===== src/rtl/xm_mc_pkg.sv =====
// Shared types and constants for the X-Makina multi-cycle controller.
package xm_mc_pkg;

  // Controller states. The encoding is fixed so it can be matched in waveforms.
  typedef enum logic [4:0] {
    ST_EXC_CHECK     = 5'd0,
    ST_FETCH         = 5'd1,
    ST_FETCH_WAIT    = 5'd2,
    ST_DECODE        = 5'd3,
    ST_COND_BRANCH   = 5'd4,
    ST_LINK_BRANCH   = 5'd5,
    ST_ALU           = 5'd6,
    ST_IMM_LOAD      = 5'd7,
    ST_LOAD          = 5'd8,
    ST_STORE         = 5'd9,
    ST_MEM_WAIT      = 5'd10,
    ST_MEM_WRITEBACK = 5'd11,
    ST_SWAP          = 5'd12,
    ST_SWAP_2        = 5'd13,
    ST_EXC_ENTRY     = 5'd14,
    ST_EXC_RETURN    = 5'd15,
    ST_INT_ENABLE    = 5'd16,
    ST_INT_DISABLE   = 5'd17,
    ST_BREAK         = 5'd18
  } state_e;

  // Instruction classes delivered by the decoder; codes 11..15 are undefined.
  typedef enum logic [3:0] {
    CLS_ALU         = 4'd0,
    CLS_IMM_LOAD    = 4'd1,
    CLS_COND_BRANCH = 4'd2,
    CLS_LINK_BRANCH = 4'd3,
    CLS_LOAD        = 4'd4,
    CLS_STORE       = 4'd5,
    CLS_SWAP        = 4'd6,
    CLS_RETI        = 4'd7,
    CLS_INT_ENABLE  = 4'd8,
    CLS_INT_DISABLE = 4'd9,
    CLS_BREAK       = 4'd10
  } inst_class_e;

  // ALU operand B source
  localparam logic [1:0] ALU_B_REG     = 2'd0;
  localparam logic [1:0] ALU_B_CONST   = 2'd1;
  localparam logic [1:0] ALU_B_MEM     = 2'd2;

  // Register file write-data source
  localparam logic [2:0] REG_WR_ALU    = 3'd0;
  localparam logic [2:0] REG_WR_PC     = 3'd1;
  localparam logic [2:0] REG_WR_MEM    = 3'd2;
  localparam logic [2:0] REG_WR_IMM    = 3'd3;
  localparam logic [2:0] REG_WR_TEMP   = 3'd4;

  // Next-PC source
  localparam logic [1:0] PC_SRC_INC    = 2'd0;
  localparam logic [1:0] PC_SRC_BRANCH = 2'd1;
  localparam logic [1:0] PC_SRC_VECTOR = 2'd2;
  localparam logic [1:0] PC_SRC_EPC    = 2'd3;

  // Exception cause codes (interrupts use their line index 0..7)
  localparam logic [3:0] EXC_ILLEGAL   = 4'd8;
  localparam logic [3:0] EXC_BUSFAULT  = 4'd9;

endpackage


===== src/rtl/xm_mc_controller_irq_prio.sv =====
// Fixed-priority interrupt encoder: lowest-numbered active request wins.
module xm_irq_prio #(
  parameter int NUM_IRQ = 4
) (
  input  logic [NUM_IRQ-1:0] i_req,
  output logic [3:0]         o_idx,
  output logic               o_valid
);

  // Scan from the top down so the lowest set index is the last one written.
  always_comb begin
    // NOTE: every output gets a default before the loop; without it a
    // path that assigns nothing would infer a latch.
    o_idx   = 4'd0;
    o_valid = 1'b0;
    for (int i = NUM_IRQ - 1; i >= 0; i--) begin
      if (i_req[i]) begin
        o_idx   = 4'(i);
        o_valid = 1'b1;
      end
    end
  end

endmodule


===== src/rtl/xm_mc_controller.sv =====
// Multi-cycle control FSM for the X-Makina core: fetch, decode, execute,
// memory handshake with timeout, exceptions and exception return.
module xm_mc_controller
  import xm_mc_pkg::*;
#(
  parameter int WORD        = 16,
  parameter int LR          = 5,
  parameter int NUM_IRQ     = 4,
  parameter int MEM_TIMEOUT = 15
) (
  input  logic               clk_i,
  input  logic               arst_i,
  input  logic               memBusy_i,
  input  logic [3:0]         instClass_i,
  input  logic               branchRes_i,
  input  logic               constSel_i,
  input  logic               byteOp_i,
  input  logic [2:0]         regAdrA_i,
  input  logic [2:0]         regAdrB_i,
  input  logic [3:0]         aluOp_i,
  input  logic [WORD-1:0]    condOffset_i,
  input  logic [WORD-1:0]    jumpOffset_i,
  input  logic [NUM_IRQ-1:0] irq_i,
  output logic               pcWr_o,
  output logic               regWr_o,
  output logic               irWr_o,
  output logic               memEn_o,
  output logic               memRW_o,
  output logic               byteOp_o,
  output logic [1:0]         pcSrc_o,
  output logic [1:0]         aluBSel_o,
  output logic [2:0]         regWrSel_o,
  output logic [2:0]         regWrAdr_o,
  output logic [2:0]         regAdrA_o,
  output logic [2:0]         regAdrB_o,
  output logic [3:0]         aluOp_o,
  output logic [WORD-1:0]    branchOffs_o,
  output logic               tempWr_o,
  output logic [3:0]         excVec_o,
  output logic               epcWr_o,
  output logic               intEn_o
);

  localparam logic [2:0] LR_ADR      = 3'(LR);
  localparam logic [7:0] TIMEOUT_CNT = 8'(MEM_TIMEOUT);

  state_e      r_state;
  logic        r_int_en;
  logic [7:0]  r_cnt;
  logic [3:0]  r_exc_vec;
  logic        r_is_store;

  logic [3:0]  w_irq_idx;
  logic        w_irq_valid;
  logic [7:0]  w_cnt_inc;

  xm_irq_prio #(.NUM_IRQ(NUM_IRQ)) u_irq_prio (
    .i_req   (irq_i),
    .o_idx   (w_irq_idx),
    .o_valid (w_irq_valid)
  );

  assign w_cnt_inc = r_cnt + 8'd1;
  assign intEn_o   = r_int_en;
  assign excVec_o  = r_exc_vec;
  assign regAdrA_o = regAdrA_i;
  assign regAdrB_o = regAdrB_i;

  // State sequencing plus the registered interrupt enable, cause and timeout counter.
  always_ff @(posedge clk_i or negedge arst_i) begin
    if (!arst_i) begin
      r_state    <= ST_EXC_CHECK;
      r_int_en   <= 1'b0;
      r_cnt      <= 8'd0;
      r_exc_vec  <= 4'd0;
      r_is_store <= 1'b0;
    end else begin
      // NOTE: state is updated with non-blocking assignments only, so every
      // branch below reads the values from before this clock edge.
      unique case (r_state)
        ST_EXC_CHECK: begin
          if (r_int_en && w_irq_valid) begin
            r_exc_vec <= w_irq_idx;
            r_state   <= ST_EXC_ENTRY;
          end else begin
            r_state   <= ST_FETCH;
          end
        end
        ST_FETCH: begin
          r_cnt   <= 8'd0;
          r_state <= ST_FETCH_WAIT;
        end
        ST_FETCH_WAIT, ST_MEM_WAIT: begin
          if (memBusy_i) begin
            r_cnt <= w_cnt_inc;
            if (w_cnt_inc == TIMEOUT_CNT) begin
              r_exc_vec <= EXC_BUSFAULT;
              r_state   <= ST_EXC_ENTRY;
            end
          end else if (r_state == ST_FETCH_WAIT) begin
            r_state <= ST_DECODE;
          end else if (r_is_store) begin
            r_state <= ST_EXC_CHECK;
          end else begin
            r_state <= ST_MEM_WRITEBACK;
          end
        end
        ST_DECODE: begin
          case (instClass_i)
            CLS_ALU:         r_state <= ST_ALU;
            CLS_IMM_LOAD:    r_state <= ST_IMM_LOAD;
            CLS_COND_BRANCH: r_state <= ST_COND_BRANCH;
            CLS_LINK_BRANCH: r_state <= ST_LINK_BRANCH;
            CLS_LOAD:        r_state <= ST_LOAD;
            CLS_STORE:       r_state <= ST_STORE;
            CLS_SWAP:        r_state <= ST_SWAP;
            CLS_RETI:        r_state <= ST_EXC_RETURN;
            CLS_INT_ENABLE:  r_state <= ST_INT_ENABLE;
            CLS_INT_DISABLE: r_state <= ST_INT_DISABLE;
            CLS_BREAK:       r_state <= ST_BREAK;
            default: begin
              r_exc_vec <= EXC_ILLEGAL;
              r_state   <= ST_EXC_ENTRY;
            end
          endcase
        end
        ST_LOAD, ST_STORE: begin
          r_cnt      <= 8'd0;
          r_is_store <= (r_state == ST_STORE);
          r_state    <= ST_MEM_WAIT;
        end
        ST_SWAP: r_state <= ST_SWAP_2;
        ST_EXC_ENTRY: begin
          // Straight to fetch: the handler's first instruction always runs.
          r_int_en <= 1'b0;
          r_state  <= ST_FETCH;
        end
        ST_EXC_RETURN, ST_INT_ENABLE: begin
          r_int_en <= 1'b1;
          r_state  <= ST_EXC_CHECK;
        end
        ST_INT_DISABLE: begin
          r_int_en <= 1'b0;
          r_state  <= ST_EXC_CHECK;
        end
        ST_BREAK: r_state <= ST_BREAK;
        default:  r_state <= ST_EXC_CHECK;
      endcase
    end
  end

  // Datapath strobes decoded from the current state and the decoder fields.
  always_comb begin
    pcWr_o       = 1'b0;
    regWr_o      = 1'b0;
    irWr_o       = 1'b0;
    memEn_o      = 1'b0;
    memRW_o      = 1'b0;
    byteOp_o     = 1'b0;
    tempWr_o     = 1'b0;
    epcWr_o      = 1'b0;
    pcSrc_o      = PC_SRC_INC;
    aluBSel_o    = ALU_B_REG;
    regWrSel_o   = REG_WR_ALU;
    regWrAdr_o   = regAdrA_i;
    aluOp_o      = aluOp_i;
    branchOffs_o = jumpOffset_i;
    unique case (r_state)
      ST_FETCH: begin
        memEn_o = 1'b1;
        pcWr_o  = 1'b1;
      end
      ST_FETCH_WAIT: irWr_o = !memBusy_i;
      ST_COND_BRANCH: begin
        branchOffs_o = condOffset_i;
        pcSrc_o      = PC_SRC_BRANCH;
        pcWr_o       = branchRes_i;
      end
      ST_LINK_BRANCH: begin
        // The PC register still holds the incremented PC, which goes to LR.
        pcSrc_o    = PC_SRC_BRANCH;
        pcWr_o     = 1'b1;
        regWr_o    = 1'b1;
        regWrAdr_o = LR_ADR;
        regWrSel_o = REG_WR_PC;
      end
      ST_ALU: begin
        regWr_o   = 1'b1;
        byteOp_o  = byteOp_i;
        aluBSel_o = constSel_i ? ALU_B_CONST : ALU_B_REG;
      end
      ST_IMM_LOAD: begin
        regWr_o    = 1'b1;
        regWrSel_o = REG_WR_IMM;
      end
      ST_LOAD, ST_STORE: begin
        aluBSel_o = ALU_B_MEM;
        memEn_o   = 1'b1;
        memRW_o   = (r_state == ST_STORE);
        byteOp_o  = byteOp_i;
      end
      ST_MEM_WRITEBACK: begin
        regWr_o    = 1'b1;
        regWrSel_o = REG_WR_MEM;
      end
      ST_SWAP: begin
        tempWr_o = 1'b1;
        regWr_o  = 1'b1;
      end
      ST_SWAP_2: begin
        regWrAdr_o = regAdrB_i;
        regWrSel_o = REG_WR_TEMP;
        regWr_o    = 1'b1;
      end
      ST_EXC_ENTRY: begin
        epcWr_o = 1'b1;
        pcSrc_o = PC_SRC_VECTOR;
        pcWr_o  = 1'b1;
      end
      ST_EXC_RETURN: begin
        pcSrc_o = PC_SRC_EPC;
        pcWr_o  = 1'b1;
      end
      default: ;
    endcase
  end

endmodule


===== config.mk =====
export PLATFORM = sky130hd
export DESIGN_NAME = xm_mc_controller
export DESIGN_NICKNAME = d
export VERILOG_FILES = /design/src/rtl/xm_mc_pkg.sv /design/src/rtl/xm_mc_controller_irq_prio.sv /design/src/rtl/xm_mc_controller.sv
export SDC_FILE = /design/constraint.sdc
export NUM_CORES = 1
export LEC_CHECK = 0
export ABC_AREA = 0
export ABC_CLOCK_PERIOD_IN_PS = 2400
export CORE_MARGIN = 8
export CORE_UTILIZATION = 34
export DETAILED_ROUTE_END_ITERATION = 8
export PLACE_DENSITY = 0.74
export SLEW_MARGIN = 0
export SYNTH_ARGS = -nofsm -noshare
export SYNTH_HDL_FRONTEND = slang
export SYNTH_SLANG_ARGS = --single-unit

===== constraint.sdc =====
create_clock -name clk_i -period 2.4 [get_ports clk_i]
set_clock_uncertainty 0.2 [all_clocks]
set_input_delay 0.72 -clock clk_i [delete_from_list [all_inputs] [get_ports clk_i]]
set_output_delay 0.72 -clock clk_i [all_outputs]
set_load 0.02 [all_outputs]

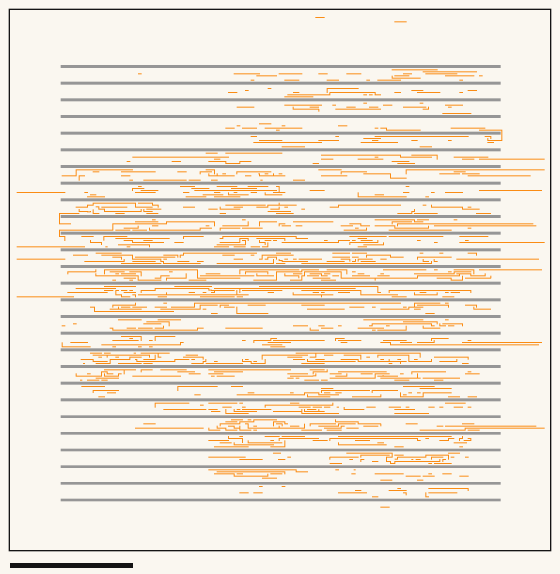
Fig. 1. Met1 routing (run 1).
The bar under the picture is 20 microns long. Supply wires on this layer in gray.
share of all routed wire: 40%
wire length on this layer: 2750 microns

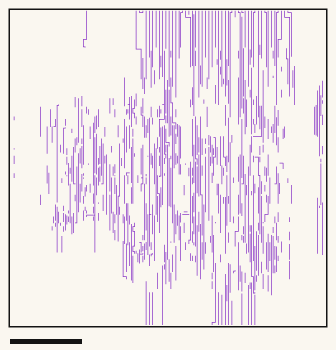
Fig. 2. Signal wires on met2 (run 1).
The bar under the picture is 20 microns long.
share of all routed wire: 53%
longest straight run: 35.7 microns
main direction: vertical
wire length on this layer: 3710 microns
nets with wire on the layer: 368
M2 GR Usage: 29.7%
Routed WL: 6950 microns
via count: 2199

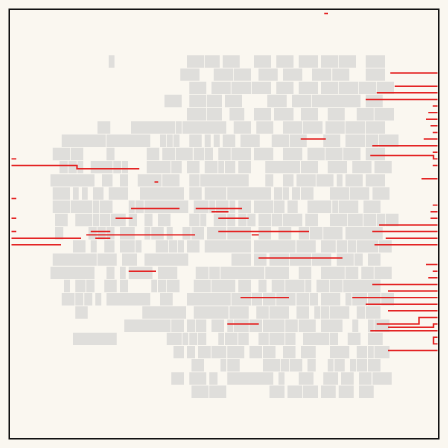
Fig. 3. Signal wires on met3 (run 1).
nets with wire on the layer: 54
share of all routed wire: 6.2%

==> Slide: Implementation Results, run 1 <==
Implementation Results

Pwr
  • Sw frac: between 40% and 50%
  • PnR Total Power: 2960 uW
  • Flop pwr share: approximately 17%

Worst setup path
  • CP Data Required Time: about 1.5 ns
  • FF-to-FF path depth: 6

Global route
  • Met1 Usage GRT: 18.2%
  • Met3 Use GR: ~2.8%
  • Total GRT Usage: between 15 and 20%
  • Initial antenna violation count: 0

Finish
  • Max reg flops: 8
  • Clock network area share: under 10%
  • Layout area overhead: 92.7%
  • N_diodes: 0

Final timing
  • Final-report setup violation count: 20
  • Final WS setup: -0.108 ns
  • Max Clk Rate: 0.399 GHz
  • WHS: 0.326 ns

Outcome
  • Status: finished with violations
  • Failing checks: negative setup slack

Synth
  • Leading area contributor after synthesis: dfrtp_1
  • Synth Cell Area: 1770 sq um
  • Synth Flop Type: dfrtp_1
  • Mapped Nets: about 290
  • Flops & latches, synth: 18
  • Most frequent cell after synthesis: nor2_1
  • Post-Synth Simple-Gate Area: between 20 and 30%

Floorplanning
  • Die Y: around 88 microns
  • N_taps: approximately 70
  • Core Util at FP: a little over a third

Clocking
  • CTS sink cnt: 18
  • Clk buf depth: 2
  • Post-CTS setup buffer count: 5
  • Post-cts resize count: roughly 220

Placed design
  • Pre-CTS WS: -0.661 ns
  • IO buf count: about 95

Run
  • Max Cap Violations: 0

Drt
  • Routed met2 length: around 3700 microns
  • Starting DRT DRC Count: 87

Min path
  • Hold path depth: 1
run 1: critical path, stage by stage (launching register included):
cell and delay (ns):
dfrtp_1 0.39, nand2b_4 0.16, nor2_4 0.12, nand2_4 0.09, buf_16 0.15, mux2_2 0.29, buf_6 0.14
run 1: kinds of logic (layout without fill, tap and decap cells):
logic type / after synthesis / after routing
and+or+nand+nor: 92 / 92
AOI/OAI and AO/OA: 58 / 58
buffers and inverters: 36 / 169
DFF: 18 / 18
muxes: 16 / 16
xor gates and xnor gates: 4 / 4
adders and majority gates: 2 / 2
other: 1 / 1
run 1: power groups by stage:
stage	combinational, uW	clock [uW]	sequential, uW
finish	2230	214	515
global route	2400	238	528
CTS	1920	217	488
detailed placement	1830	0	481
global placement	1800	0	478
floorplan	980	0	505
--- run 2 (diff from run 1) ---
CORE_ASPECT_RATIO = 1.2   (was default)
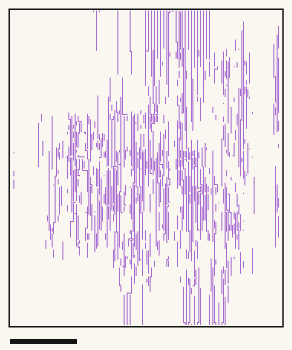
Fig. 4. Signal wires on met2 (run 2).
The bar under the picture is 20 microns long.
wire length on this layer: 3470 microns
nets with wire on the layer: 346

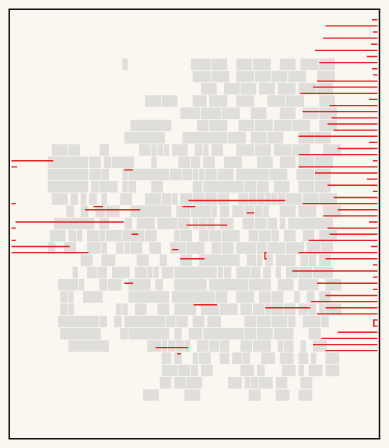
Fig. 5. Signal wires on met3 (run 2).
longest straight run: 23.7 microns
wire length on this layer: 641 microns
nets with wire on the layer: 71
main direction: horizontal
share of all routed wire: 9.4%
Routed WL: 6800 microns
via count: 2143
met3 Use GR: 3.23%

==> Slide: Implementation Results, run 2 <==
Implementation Results

Clocking
  • Clk buf depth: 2 (unchanged)

Pwr
  • Flop pwr share: 18.4% (+1.0 points)
  • Clock group: 205 uW (-4%)
  • Sw frac: 43.8% (-0.15 points)
  • Comb power: 2030 uW (-9.0%)
  • PnR Total Power: 2740 uW (-7.2%)

Worst setup path
  • Critical path's slowest cell: dfrtp_1
  • WP buf/inv: 2 (unchanged)
  • Slowest stage delay, CP: 0.38 ns (about the same)
  • Critical path arrival: approximately 1.6 ns
  • CP Data Required Time: 1.48 ns (about the same)
  • Critical path, cell by cell: nand2b_4 -> nor2_4 -> nand2_4 -> buf_12 -> mux2_2 -> buf_6

Synth
  • Synth Flop Type: dfrtp_1
  • Leading area contributor after synthesis: dfrtp_1
  • Post-Synth Simple-Gate Area: 28.5% (unchanged)
  • Flops & latches, synth: 18 (unchanged)
  • Mapped Nets: 285 (unchanged)
  • Most frequent cell after synthesis: nor2_1
  • Top cell area share: between 20% and 30%

Drt
  • Routed met2 length: 3470 microns (-6.3%)
  • Starting DRT DRC Count: 138 (+59%)
  • Wire per inst: 16.7 microns

Placed design
  • Pre-CTS WS: -0.641 ns (+0.0199 ns)
  • IO buf count: 95 (unchanged)

Outcome
  • Failing checks: negative setup slack
  • Status: finished with violations

Global route
  • M2 GR Usage: 28.9% (-0.75 points)
  • Total GRT Usage: 16.0% (+0.091 points)
  • Met1 Usage GRT: 18.6% (+0.41 points)
  • Initial antenna violation count: 0 (unchanged)

Floorplanning
  • Core Util at FP: 35.5% (+0.70 points)

Final timing
  • Final WS setup: -0.0987 ns (+0.00979 ns)
  • Final-report setup violation count: 19 (-5.0%)
  • WHS: 0.317 ns (-0.00935 ns)

Finish
  • Layout area overhead: 80.7%

Run
  • Max Cap Violations: 0 (unchanged)
-- run 2: path summary, 6_finish.rpt --
path | endpoint | from | cells past startpoint
setup / recovery | branchOffs_o[1] | r_state[3] | 6
hold / removal | r_is_store | r_is_store | 1
setup reg to reg | excVec_o[1] | r_cnt[0] | 6
hold reg to reg | r_is_store | r_is_store | 1
max in group asynchronous | r_state[0] | arst_i | 2
min in group asynchronous | r_cnt[7] | arst_i | 2
-- run 2: cell families after synthesis --
logic type / after synthesis
simple gates: 92
flops: 18
fa+ha+maj: 2
mux: 16
xor+xnor: 4
other cells: 1
buf+inv: 36
compound gates: 58
-- run 2: timing repair --
item	in CTS	in global routing
hold buffers	0	0
endpoints found under the setup margin	43	36
cloned	1	1
buffers inserted	2	2
resized	219	23
pin swaps	10	6
endpoints found under the hold margin	0	0
--- run 3 (diff from run 2) ---
SLEW_MARGIN = default   (was 0)
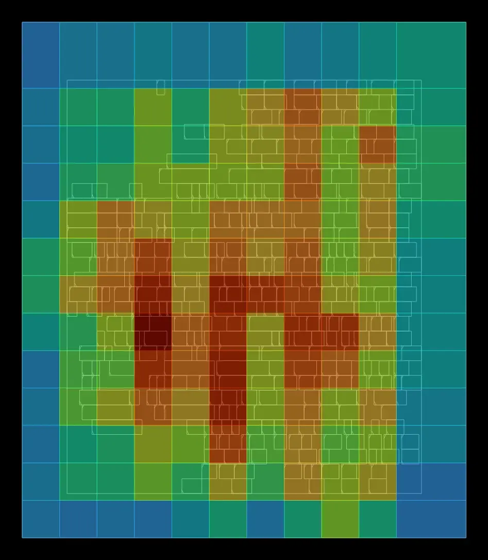
Fig. 6. Track usage over the die (run 3).
Total GRT Usage: 16.0%
GR peak layer: met2
M2 GR Usage: 28.9%
Final Core Density: 64.2%
wire per inst: 16.7 microns

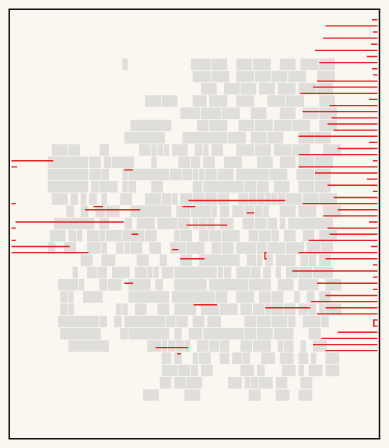
Fig. 7. Signal wires on met3 (run 3).
wire length on this layer: 641 microns
main direction: horizontal

==> Slide: Implementation Results, run 3 <==
Implementation Results

Synth
  • Synthesized instance count: between 200 and 250
  • YS warnings: 0
  • Synth Flop Type: dfrtp_1
  • Most frequent cell after synthesis: nor2_1
  • Netlist cell types: 44
  • Post-Synth Simple-Gate Area: 28.5% (unchanged)
  • Leading area contributor after synthesis: dfrtp_1
  • Top cell area share: 25.5% (unchanged)
  • Mapped Nets: 285 (unchanged)

Drt
  • Starting DRT DRC Count: 138 (unchanged)
  • Via count: 2143 (unchanged)
  • Routed WL: 6800 microns (unchanged)

Worst setup path
  • Levels on crit path: 6 (unchanged)
  • R2R Path End: excVec_o[1]
  • Critical path arrival: 1.58 ns (about the same)
  • FF-to-FF path depth: 6 (unchanged)
  • CP Data Required Time: 1.48 ns (about the same)
  • Critical path capture point: branchOffs_o[1]
  • Launching point of the worst reg2reg path: r_cnt[0]
  • WP buf/inv: 2 (unchanged)
  • Critical path, cell by cell: nand2b_4 -> nor2_4 -> nand2_4 -> buf_12 -> mux2_2 -> buf_6
  • Critical path's slowest cell: dfrtp_1
  • CP startpoint kind: flop

Outcome
  • Failing checks: negative setup slack
  • Status: finished with violations

Final timing
  • Final-report setup violation count: 19 (unchanged)
  • Final WS setup: -0.0987 ns (unchanged)
  • WHS: 0.317 ns (unchanged)

Clocking
  • Clk buf depth: 2 (unchanged)
  • Hold buffer count at cts: 0 (unchanged)
  • CTS sink cnt: 18

Finish
  • N_diodes: 0
  • Layout area overhead: 80.7% (unchanged)

Global route
  • Initial antenna violation count: 0 (unchanged)

Run
  • Max Cap Violations: 0 (unchanged)

Placed design
  • Pre-CTS WS: -0.641 ns (unchanged)
  • IO buf count: 95 (unchanged)

Min path
  • Worst Hold Launch: r_is_store
  • Worst Hold Path EP: r_is_store
[run 3: cell counts in the layout (fill, tap and decap cells not counted)]
No cell type changed its count.
[run 3: layer usage]
layer	GRT usage (%)	up-vias	routed length (microns)
li1	-	1054	-
met1	18.6	994	2600
met2	28.9	84	3470
met3	3.23	11	640
met4	3.37	0	93
met5	0	-	0
[run 3: report_power, final]
part / total [uW] / internal (uW) / leakage (uW) / switching [uW]
clock: 205 / 111 / 0.0000216 / 93.9
combinational: 2030 / 1030 / 0.00121 / 1000
sequential: 505 / 399 / 0.000231 / 106
total: 2740 / 1540 / 0.00146 / 1200
[run 3: repair_timing]
item	CTS	global route
resized	219	23
cloned	1	1
buffers inserted	2	2
pin swaps	10	6
endpoints found under the hold margin	0	0
setup endpoints to repair	43	36
No activity file was given, so power comes from the tool's default toggle rates.
